**Run 1: floorplan with the power grid**

Drawn at 4 px/um. Pins as bars on the die edge.
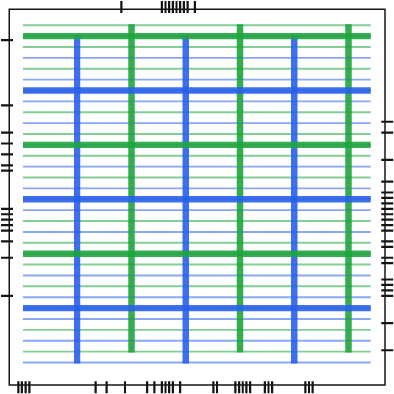
**Run 1: cell sizes after repair**

Drawn at 3 px/um.
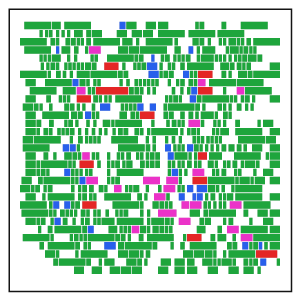
**Run 1: wiring heat map**

Drawn at 4 px/um. 19 x 19 tiles, from dark purple (low) to yellow (high), scaled to the fullest tile. Values are wire area over tile area, all layers added.
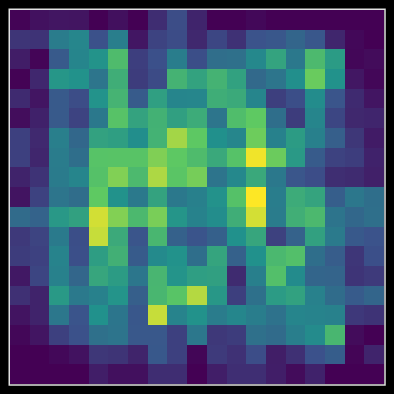
$ cat src/rtl/bcd_alarm_clock.sv
// BCD real-time clock (12/24 h) with ALARM_CNT independently armed alarm channels.
// Build with SNOOZE_EN defined to add per-channel snooze counters.
module bcd_alarm_clock #(
  parameter int CLK_DIV    = 1,
  parameter int HOUR_24    = 1,
  parameter int ALARM_CNT  = 2,
  parameter int ALARM_LEN  = 60,
  parameter int SNOOZE_MIN = 5
) (
  input  logic                 clk,
  input  logic                 reset,
  input  logic                 set_valid,
  input  logic [19:0]          set_time,
  input  logic                 set_pm,
  input  logic                 alarm_wr,
  input  logic [2:0]           alarm_idx,
  input  logic [12:0]          alarm_time,
  input  logic                 alarm_pm,
  input  logic [ALARM_CNT-1:0] alarm_arm,
  input  logic [ALARM_CNT-1:0] alarm_ack,
  input  logic [ALARM_CNT-1:0] snooze,
  output logic [1:0]           H1,
  output logic [3:0]           H2,
  output logic [2:0]           M1,
  output logic [3:0]           M2,
  output logic [2:0]           S1,
  output logic [3:0]           S2,
  output logic                 pm,
  output logic                 tick,
  output logic                 set_err,
  output logic [ALARM_CNT-1:0] alarm_ring,
  output logic                 led_alarm
);

  localparam int PW = (CLK_DIV > 1) ? $clog2(CLK_DIV) : 1;
  localparam int RW = $clog2(ALARM_LEN + 1);
  localparam logic [PW-1:0] PRESC_MAX = PW'(CLK_DIV - 1);
  localparam logic [1:0] H1_RST = (HOUR_24 != 0) ? 2'd0 : 2'd1;
  localparam logic [3:0] H2_RST = (HOUR_24 != 0) ? 4'd0 : 4'd2;
  localparam logic [12:0] ALM_RST = {H1_RST, H2_RST, 3'd0, 4'd0};

  function automatic logic hm_legal(input logic [1:0] h1, input logic [3:0] h2,
                                    input logic [2:0] m1, input logic [3:0] m2);
    logic ok;
    ok = (h2 <= 4'd9) && (m1 <= 3'd5) && (m2 <= 4'd9);
    if (HOUR_24 != 0)
      ok = ok && ((h1 < 2'd2) || ((h1 == 2'd2) && (h2 <= 4'd3)));
    else
      ok = ok && (((h1 == 2'd0) && (h2 != 4'd0)) || ((h1 == 2'd1) && (h2 <= 4'd2)));
    return ok;
  endfunction

  logic [PW-1:0] presc_q, presc_d;
  logic [1:0] h1_q, h1_d, h1_inc;
  logic [3:0] h2_q, h2_d, h2_inc;
  logic [2:0] m1_q, m1_d, m1_inc;
  logic [3:0] m2_q, m2_d, m2_inc;
  logic [2:0] s1_q, s1_d, s1_inc;
  logic [3:0] s2_q, s2_d, s2_inc;
  logic       pm_q, pm_d, pm_inc;
  logic       set_err_q, set_err_d;
  logic       set_legal, set_ok, alarm_ok, inc_top;
  logic       unused_ok;

  assign set_legal = hm_legal(set_time[19:18], set_time[17:14], set_time[13:11], set_time[10:7])
                     && (set_time[6:4] <= 3'd5) && (set_time[3:0] <= 4'd9);
  assign set_ok    = set_valid && set_legal;
  assign alarm_ok  = alarm_wr && (32'(alarm_idx) < ALARM_CNT)
                     && hm_legal(alarm_time[12:11], alarm_time[10:7], alarm_time[6:4], alarm_time[3:0]);
  assign tick      = (presc_q == PRESC_MAX);
  assign unused_ok = ^{snooze, set_pm, alarm_pm, (SNOOZE_MIN > 0)};

  always_comb begin
    h1_inc = h1_q; h2_inc = h2_q; m1_inc = m1_q; m2_inc = m2_q;
    s1_inc = s1_q; s2_inc = s2_q; pm_inc = pm_q;
    if (s2_q != 4'd9) s2_inc = s2_q + 4'd1;
    else begin
      s2_inc = '0;
      if (s1_q != 3'd5) s1_inc = s1_q + 3'd1;
      else begin
        s1_inc = '0;
        if (m2_q != 4'd9) m2_inc = m2_q + 4'd1;
        else begin
          m2_inc = '0;
          if (m1_q != 3'd5) m1_inc = m1_q + 3'd1;
          else begin
            m1_inc = '0;
            if (HOUR_24 != 0) begin
              if (h1_q == 2'd2 && h2_q == 4'd3) begin h1_inc = '0; h2_inc = '0; end
              else if (h2_q == 4'd9) begin h1_inc = h1_q + 2'd1; h2_inc = '0; end
              else h2_inc = h2_q + 4'd1;
            end else begin
              // 12 rolls to 01 without touching pm; 11 rolls to 12 and flips it
              if (h1_q == 2'd1 && h2_q == 4'd2) begin h1_inc = 2'd0; h2_inc = 4'd1; end
              else if (h1_q == 2'd1 && h2_q == 4'd1) begin h2_inc = 4'd2; pm_inc = ~pm_q; end
              else if (h2_q == 4'd9) begin h1_inc = 2'd1; h2_inc = '0; end
              else h2_inc = h2_q + 4'd1;
            end
          end
        end
      end
    end
  end

  always_comb begin
    h1_d = h1_q; h2_d = h2_q; m1_d = m1_q; m2_d = m2_q;
    s1_d = s1_q; s2_d = s2_q; pm_d = pm_q;
    presc_d   = tick ? '0 : presc_q + 1'b1;
    set_err_d = (set_valid && !set_legal) || (alarm_wr && !alarm_ok);
    if (set_ok) begin
      h1_d = set_time[19:18]; h2_d = set_time[17:14];
      m1_d = set_time[13:11]; m2_d = set_time[10:7];
      s1_d = set_time[6:4];   s2_d = set_time[3:0];
      pm_d = (HOUR_24 != 0) ? 1'b0 : set_pm;
      presc_d = '0;
    end else if (tick) begin
      h1_d = h1_inc; h2_d = h2_inc; m1_d = m1_inc; m2_d = m2_inc;
      s1_d = s1_inc; s2_d = s2_inc; pm_d = pm_inc;
    end
  end

  // Only a counted minute rollover can fire an alarm, never a time load.
  assign inc_top = tick && !set_ok && (s1_inc == 3'd0) && (s2_inc == 4'd0);

  always_ff @(posedge clk or posedge reset) begin
    if (reset) begin
      presc_q <= '0;
      h1_q <= H1_RST; h2_q <= H2_RST; m1_q <= '0; m2_q <= '0;
      s1_q <= '0; s2_q <= '0; pm_q <= 1'b0;
      set_err_q <= 1'b0;
    end else begin
      presc_q <= presc_d;
      h1_q <= h1_d; h2_q <= h2_d; m1_q <= m1_d; m2_q <= m2_d;
      s1_q <= s1_d; s2_q <= s2_d; pm_q <= pm_d;
      set_err_q <= set_err_d;
    end
  end

  for (genvar gi = 0; gi < ALARM_CNT; gi++) begin : ch
    logic [12:0]   alm_q, alm_d;
    logic          alm_pm_q, alm_pm_d;
    logic          ring_q, ring_d;
    logic [RW-1:0] rcnt_q, rcnt_d;
    logic          match;
`ifdef SNOOZE_EN
    localparam int SW = $clog2(SNOOZE_MIN * 60 + 1);
    logic          snz_q, snz_d;
    logic [SW-1:0] scnt_q, scnt_d;
`endif

    assign match = inc_top && alarm_arm[gi]
                   && ({h1_inc, h2_inc, m1_inc, m2_inc} == alm_q)
                   && ((HOUR_24 != 0) || (pm_inc == alm_pm_q));

    always_comb begin
      alm_d = alm_q; alm_pm_d = alm_pm_q;
      ring_d = ring_q; rcnt_d = rcnt_q;
`ifdef SNOOZE_EN
      snz_d = snz_q; scnt_d = scnt_q;
`endif
      if (alarm_ok && (alarm_idx == 3'(gi))) begin
        alm_d = alarm_time;
        alm_pm_d = (HOUR_24 != 0) ? 1'b0 : alarm_pm;
      end
      if (alarm_ack[gi] || !alarm_arm[gi]) begin
        ring_d = 1'b0; rcnt_d = '0;
`ifdef SNOOZE_EN
        snz_d = 1'b0; scnt_d = '0;
`endif
      end else if (match) begin
        ring_d = 1'b1; rcnt_d = RW'(ALARM_LEN);
`ifdef SNOOZE_EN
        snz_d = 1'b0; scnt_d = '0;
`endif
      end
`ifdef SNOOZE_EN
      else if (snooze[gi] && ring_q) begin
        ring_d = 1'b0; rcnt_d = '0;
        snz_d = 1'b1; scnt_d = SW'(SNOOZE_MIN * 60);
      end
`endif
      else if (tick) begin
        if (ring_q) begin
          rcnt_d = rcnt_q - 1'b1;
          if (rcnt_q == RW'(1)) ring_d = 1'b0;
        end
`ifdef SNOOZE_EN
        if (snz_q) begin
          scnt_d = scnt_q - 1'b1;
          if (scnt_q == SW'(1)) begin
            snz_d = 1'b0; ring_d = 1'b1; rcnt_d = RW'(ALARM_LEN);
          end
        end
`endif
      end
    end

    always_ff @(posedge clk or posedge reset) begin
      if (reset) begin
        alm_q <= ALM_RST; alm_pm_q <= 1'b0;
        ring_q <= 1'b0; rcnt_q <= '0;
`ifdef SNOOZE_EN
        snz_q <= 1'b0; scnt_q <= '0;
`endif
      end else begin
        alm_q <= alm_d; alm_pm_q <= alm_pm_d;
        ring_q <= ring_d; rcnt_q <= rcnt_d;
`ifdef SNOOZE_EN
        snz_q <= snz_d; scnt_q <= scnt_d;
`endif
      end
    end

    assign alarm_ring[gi] = ring_q;
  end

  assign H1 = h1_q; assign H2 = h2_q; assign M1 = m1_q;
  assign M2 = m2_q; assign S1 = s1_q; assign S2 = s2_q;
  assign pm        = pm_q;
  assign set_err   = set_err_q;
  assign led_alarm = |alarm_ring;

endmodule

$ cat config.mk
export PLATFORM = sky130hd
export DESIGN_NAME = bcd_alarm_clock
export DESIGN_NICKNAME = d
export VERILOG_FILES = /design/src/rtl/bcd_alarm_clock.sv
export SDC_FILE = /design/constraint.sdc
export NUM_CORES = 1
export LEC_CHECK = 0
export ABC_AREA = 1
export CAP_MARGIN = 15
export CORE_MARGIN = 3
export CORE_UTILIZATION = 55
export DETAILED_ROUTE_END_ITERATION = 16
export MAX_ROUTING_LAYER = met4
export PLACE_DENSITY_LB_ADDON = 0.05
export SETUP_SLACK_MARGIN = 0.15
export SYNTH_ARGS = -nofsm -noshare
export SYNTH_HDL_FRONTEND = slang
export SYNTH_SLANG_ARGS = --single-unit
$ cat constraint.sdc
create_clock -name clk -period 4.42 [get_ports clk]
set_input_delay 0.442 -clock clk [delete_from_list [all_inputs] [get_ports clk]]
set_output_delay 0.442 -clock clk [all_outputs]
set_load 0.01 [all_outputs]
==> deck_impl_summary.md, run 1 <==
Key Metrics from the Run

Final timing
  • Fin. Hold Viols: 0
  • Tmin final: 2.732 ns
  • Worst Clk Skew: 0.009312 ns
  • Final setup TNS: 0 ns

Power
  • Largest Pwr Group: combinational cells
  • Clock network power share: 20.2%
  • P_int: 0.001437 W
  • Reg power frac: 34.3%
  • Clk. pwr: 0.000510 W

Global routing
  • Met2 Use GR: 43.12%
  • GRT met3 Usage: 4.666%
  • Gr usage total: 27.19%
  • Initial antenna violation count: 0

Synthesis
  • Distinct lib cells: 35
  • Yosys top cell by area: dfrtp_1
  • Synth top area cells: dfrtp_1, nand2_1, nand3_1
  • Async S/R FF share, synth: 100.0%
  • Number of synthesized flops with an enable pin: 0
  • Synth cell count leaders: nand2_1, inv_1, nand3_1, dfrtp_1, nor2_1
  • Dominant cell area share: 36.20%
  • Register area share after synthesis: 36.20%

Clock tree
  • Max Buffers Root-to-Sink: 2
  • Hold Buf Count CTS: 0

Cells and area
  • Fraction of area in registers: 29.58%
  • FF+latch area: 1526 sq um
  • Buffering overhead: 13.43%
  • Inverters: 76

Die
  • FP Rows: 31

Worst setup path
  • Max incr delay on CP: 0.43 ns
  • Worst r2r dst: ch[1].rcnt_q[3]$_DFFE_PP0P_
  • Worst r2r src: M2[1]$_DFF_PP0_
  • Max stage delay cell, worst path: dfrtp_1
  • CP top delay family: simple AND/OR/NAND/NOR gates

Drt
  • Met3 wire len: 789 um
  • Residual DRC count: 0
  • Vias: 4,215

Job
  • MaxCap Viol Count: 0
  • Tool warnings: 34

Place
  • PortBufs: 67

Outcome
  • Outcome: finished clean
About 'floorplan with the power grid':
colour	net
green	VDD
blue	VSS
met1 rails	32
signal pins	74
met4 straps	6
met5 straps	6
rows	31
core area: 7331 sq um
Die Y: 93.56 um
Die Wd: 93.56 um
Peak VDD IR: 0.2795 mV

About 'cell sizes after repair':
colour	size	cells	share
green	_0 and _1 cells	620	90%
blue	_2 cells	35	5.1%
magenta	_3 and _4 cells	21	3.1%
red	_6 and larger	12	1.7%
post-route cell area: 5161 sq um
area delta synth->final: 22.40%
Non-clk bufs: 70

About 'wiring heat map':
tiles over half the peak	28%
fullest tile	0.59
mean over tiles	0.21

==> run 1: cell families (layout without fill, tap and decap cells) <==
group,Yosys count,in the layout,share of synthesized area [%]
and+or+nand+nor,381,381,42.29
buffers and inverters,89,162,8.457
AOI/OAI and AO/OA,62,62,7.863
DFF,61,61,36.20
xor gates and xnor gates,10,10,2.077
adders and majority gates,9,9,2.671
other,2,2,0.1781
muxes,1,1,0.2670
==> run 1: per-stage QoR <==
step                hold slack (ns)  instances  utilization, %  worst slack (ns)  cell area (sq um)
finish                       0.5016        787           70.40             1.688               5161
global route                 0.5400        787           70.40             1.482               5161
CTS                          0.5158        787           70.40             1.682               5161
detailed placement           0.5158        771           67.69             1.498               4962
global placement             0.5057        771           67.69             1.569               4962
floorplan                    0.4770        615               -             2.319               4217
**Run 1: placement view**

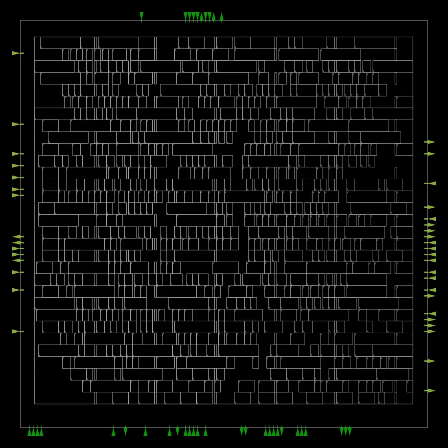

--- run 2 (diff from run 1) ---
CORE_UTILIZATION = 54   (was 55)
clock period = 2.7 ns   (was 4.42 ns; I/O delays follow)
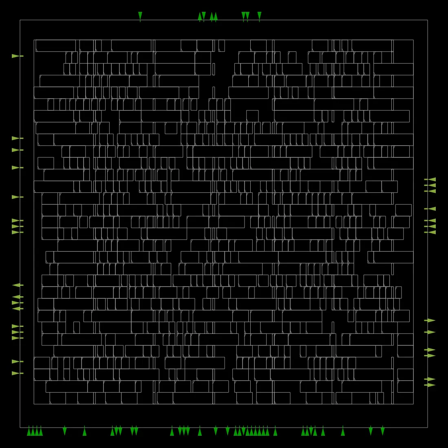
**Above:** run 2 (placement view).
fill count: 638
final std cells w/o fill: 794
fraction of area in registers: 28.96%
Final Util: 71.32%
FP Rows: 31

==> deck_impl_summary.md, run 2 <==
Key Metrics from the Run

Cells and area
  • Buffering overhead: 14.11%
  • Post-route cell area: 5284 sq um

Power
  • Peak VDD IR: 0.5274 mV

Worst setup path
  • CP top delay family: simple AND/OR/NAND/NOR gates
  • Max incr delay on CP: 0.41 ns
  • Worst r2r dst: ch[1].rcnt_q[5]$_DFFE_PP0P_
  • Max stage delay cell, worst path: dfrtp_1

Synthesis
  • Yosys top cell by area: dfrtp_1
  • Synth top area cells: dfrtp_1, nand2_1, nand3_1

Global routing
  • GRT met3 Usage: 3.028%
  • Met2 Use GR: 43.14%

Job
  • Tool warnings: 34

Die
  • Die Wd: 94.37 um
  • Die Y: 94.37 um
  • Core area: 7408 sq um

Drt
  • Residual DRC count: 0
  • Met3 wire len: 604 um

Clock tree
  • Max Buffers Root-to-Sink: 2

Final timing
  • Setup WS post-layout: 0.3291 ns
  • Worst Clk Skew: 0.007939 ns
  • WHS: 0.2843 ns

Outcome
  • Outcome: finished clean
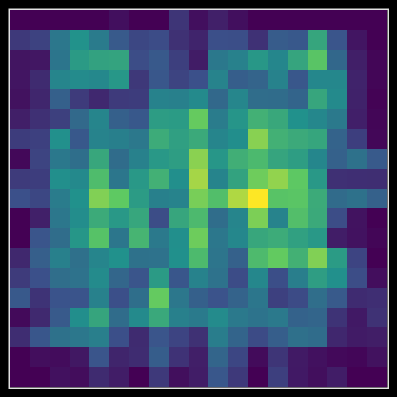
**Above:** run 2 (wiring heat map).
Drawn at 4 px/um. 19 x 19 tiles, from dark purple (low) to yellow (high), scaled to the fullest tile. Values are wire area over tile area, all layers added.
fullest tile	0.62
densest ninth of the die	centre
nearly empty tiles	9.1%

==> run 2: cell counts after synthesis <==
Identical to the previous run, type by type.
==> run 2: power by group through the flow <==
stage	clock network [W]	registers (W)	logic (W)
5_1_grt	0.000885	0.00145	0.00219
3_5_place_dp	0	0.00143	0.00188
6_report	0.000847	0.00142	0.00194
2_1_floorplan	0	0.00143	0.00121
4_1_cts	0.000847	0.00141	0.00190
3_3_place_gp	0	0.00142	0.00185
==> run 2: cell families after synthesis <==
group | count (synthesis)
AOI/OAI and AO/OA | 62
other | 2
muxes | 1
DFF | 61
adders and majority gates | 9
xor gates and xnor gates | 10
and+or+nand+nor | 381
buffers and inverters | 89
Power and IR drop assume default switching activity.
